## config.mk

```make
export PLATFORM = sky130hd
export DESIGN_NAME = timer_counter
export DESIGN_NICKNAME = d
export VERILOG_FILES = /design/src/rtl/timer_pkg.sv /design/src/rtl/timer_counter.sv
export SDC_FILE = /design/constraint.sdc
export NUM_CORES = 1
export LEC_CHECK = 0
export ABC_AREA = 1
export CORE_UTILIZATION = 52
export DETAILED_ROUTE_END_ITERATION = 8
export MAX_ROUTING_LAYER = met4
export PLACE_DENSITY = 0.81
export RECOVER_POWER = 25
export SYNTH_ARGS = -nofsm -noshare
export SYNTH_HDL_FRONTEND = slang
export SYNTH_SLANG_ARGS = --single-unit
```

## constraint.sdc

```tcl
create_clock -name clk -period 2.3 [get_ports clk]
set_clock_uncertainty 0.05 [all_clocks]
set_input_delay 0.23 -clock clk [delete_from_list [all_inputs] [get_ports clk]]
set_output_delay 0.23 -clock clk [all_outputs]
set_load 0.02 [all_outputs]
```

## src/rtl/timer_pkg.sv

```systemverilog
// Shared definitions for the programmable down-counting timer:
// FSM state encoding, register word offsets, CTRL bit positions and MODE codes.
package timer_pkg;

  typedef enum logic [1:0] {
    IDLE = 2'd0,
    LOAD = 2'd1,
    CNT  = 2'd2,
    INT  = 2'd3
  } state_t;

  // Word offsets inside the 16-byte register window (Addr[3:2])
  localparam logic [1:0] OFF_CTRL   = 2'd0;
  localparam logic [1:0] OFF_PRESET = 2'd1;
  localparam logic [1:0] OFF_COUNT  = 2'd2;

  // CTRL bit positions
  localparam int CTRL_EN      = 0;
  localparam int CTRL_MODE_LO = 1;
  localparam int CTRL_MODE_HI = 2;
  localparam int CTRL_IM      = 3;
  localparam int CTRL_WIDTH   = 4;

  // MODE codes; the two unused codes behave as one-shot
  localparam logic [1:0] MODE_ONESHOT = 2'b00;
  localparam logic [1:0] MODE_RELOAD  = 2'b01;

endpackage

```

## src/rtl/timer_counter.sv

```systemverilog
// Programmable 32-bit down-counting timer on the bridge device bus.
// Registers: CTRL (EN/MODE/IM), PRESET, COUNT (read-only). The FSM walks
// IDLE -> LOAD -> CNT -> INT and raises a level IRQ, maskable by IM.
module timer_counter #(
  parameter logic [31:0] BASE_ADDR = 32'h0000_7F00
) (
  input  logic        clk,
  input  logic        reset,
  input  logic [31:2] Addr,
  input  logic        WE,
  input  logic [31:0] Din,
  output logic [31:0] Dout,
  output logic        IRQ
);

  import timer_pkg::*;

  logic [CTRL_WIDTH-1:0] ctrl_reg;
  logic [31:0]           preset_reg;
  logic [31:0]           count_reg;
  logic [31:0]           count_next;
  logic                  irq_flag_reg;
  logic                  irq_flag_next;
  state_t                state_reg;
  state_t                state_next;

  logic       hit;
  logic [1:0] offset;
  logic       wr_ctrl;
  logic       wr_preset;
  logic       en;
  logic       reload_mode;
  logic       en_clear;
  logic       flag_set;
  logic       flag_clr;

  assign hit         = (Addr[31:4] == BASE_ADDR[31:4]);
  assign offset      = Addr[3:2];
  assign wr_ctrl     = WE && hit && (offset == OFF_CTRL);
  assign wr_preset   = WE && hit && (offset == OFF_PRESET);
  assign en          = ctrl_reg[CTRL_EN];
  assign reload_mode = (ctrl_reg[CTRL_MODE_HI:CTRL_MODE_LO] == MODE_RELOAD);

  // Register file: CPU writes to CTRL take priority over the FSM's one-shot EN clear
  always_ff @(posedge clk or posedge reset) begin
    if (reset) begin
      ctrl_reg   <= '0;
      preset_reg <= '0;
    end else begin
      if (wr_ctrl) begin
        ctrl_reg <= Din[CTRL_WIDTH-1:0];
      end else if (en_clear) begin
        ctrl_reg[CTRL_EN] <= 1'b0;
      end
      if (wr_preset) begin
        preset_reg <= Din;
      end
    end
  end

  // FSM state, counter and interrupt flag registers
  always_ff @(posedge clk or posedge reset) begin
    if (reset) begin
      state_reg    <= IDLE;
      count_reg    <= '0;
      irq_flag_reg <= 1'b0;
    end else begin
      state_reg    <= state_next;
      count_reg    <= count_next;
      irq_flag_reg <= irq_flag_next;
    end
  end

  // Next-state, counter and flag logic; a flag set in CNT beats a same-cycle register-write clear
  always_comb begin
    state_next = state_reg;
    count_next = count_reg;
    en_clear   = 1'b0;
    flag_set   = 1'b0;
    flag_clr   = 1'b0;
    case (state_reg)
      IDLE: begin
        if (en) state_next = LOAD;
      end
      LOAD: begin
        count_next = preset_reg;
        state_next = CNT;
      end
      CNT: begin
        if (!en) begin
          state_next = IDLE;
        end else if (count_reg <= 32'd1) begin
          // PRESET of 0 lands here too, so it times out like PRESET of 1
          count_next = '0;
          flag_set   = 1'b1;
          state_next = INT;
        end else begin
          count_next = count_reg - 32'd1;
        end
      end
      INT: begin
        state_next = IDLE;
        if (reload_mode) begin
          // EN stays set, so IDLE immediately reloads; the flag is a one-cycle pulse
          flag_clr = 1'b1;
        end else begin
          en_clear = 1'b1;
        end
      end
      default: state_next = IDLE;
    endcase

    if (flag_set) begin
      irq_flag_next = 1'b1;
    end else if (flag_clr || wr_ctrl || wr_preset) begin
      irq_flag_next = 1'b0;
    end else begin
      irq_flag_next = irq_flag_reg;
    end
  end

  // Combinational read mux; misses and the reserved word read as zero
  always_comb begin
    Dout = '0;
    if (hit) begin
      case (offset)
        OFF_CTRL:   Dout = {{(32-CTRL_WIDTH){1'b0}}, ctrl_reg};
        OFF_PRESET: Dout = preset_reg;
        OFF_COUNT:  Dout = count_reg;
        default:    Dout = '0;
      endcase
    end
  end

  assign IRQ = ctrl_reg[CTRL_IM] & irq_flag_reg;

endmodule

```

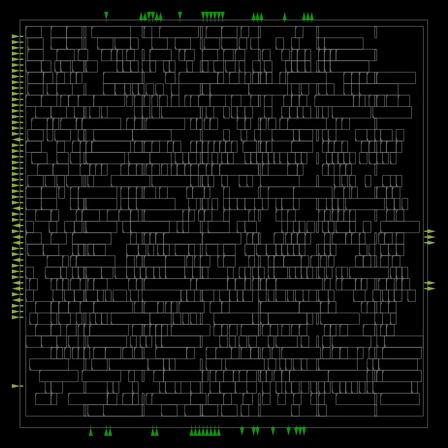
*Cell placement*
Tapcell Cnt: 108
FILL cells: 778
# rows: 34

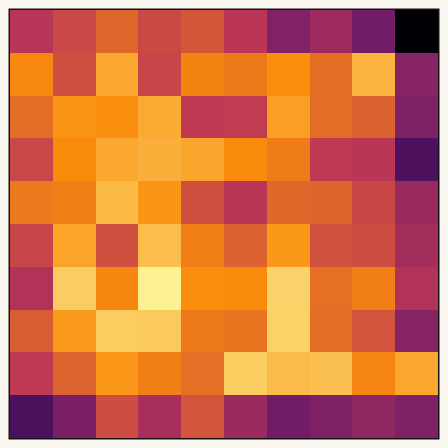
*Placement density heat map*
The die is cut into 10 by 10 equal tiles; black is low, pale yellow is high, 0 to 100% covered.
The fullest tile reaches 97%. The mean over all tiles is 62%. 28% of the tiles are over 75% full. The emptiest ninth of the die: top right. 1.0% of the tiles are nearly empty.
Core Box Area: 0.00872 mm²
fin util: 68.5%

==> flow_summary.json <==
{
  "ys_cells": 697,
  "min_period_ns": 2.15,
  "status": "completed",
  "xor_area_share_pct": 1.13,
  "yosys_most_used_dff": "dfrtp_1",
  "largest_area_cell": "dfrtp_1",
  "signal_buffer_area_fraction_pct": 18.7,
  "holdPathEnd": "preset_reg[23]",
  "seqPwrFrac_pct": 47.8,
  "ys_seq_share_pct": 38.1,
  "met3WireLength_um": 1140,
  "swShare_pct": 22.8,
  "hp-class": "primary input to register",
  "comb_cells": 536,
  "min_path_cells": 3,
  "pg_seq_mw": 1.25,
  "warning_count": 28,
  "synthMuxAreaShare_pct": 0,
  "syn_avg_cell_area_um2": 6.69,
  "ys_sh_aoi_pct": 13.1,
  "crit_chain": "clkdlybuf4s50_1 -> or2_1 -> nor3_1 -> nand3_1 -> nor2_4 -> inv_2 -> buf_4 -> a21oi_1 -> clkbuf_2",
  "final_cell_area_mm2": 0.00597,
  "top_cells_by_area": "dfrtp_1, nand2_1, nor2_1",
  "grt_overflow": 0,
  "critical-path-max-stage-delay_ns": 0.39,
  "antenna_found_initial": 0,
  "insertion_delay_ns": 0.35,
  "crit_required_ns": 2.02,
  "worstSetupStartpointType": "primary input",
  "ys_area_mm2": 0.00466,
  "seq-cell-share_pct": 29.8,
  "setup_slack_ns": 0.148,
  "finalCritPeriodShare_pct": 93.6,
  "yosys.cell_types.count": 31,
  "grt_pass1_wl_um": 23800,
  "drcViolationCount": 0,
  "design.seq.count": 71,
  "r2r_cells": 9,
  "grtUsageTotal_pct": 32.0,
  "cp.arrival_ns": 1.87,
  "r2r_end": "count_reg[9]",
  "combPwrFrac_pct": 8.5
}
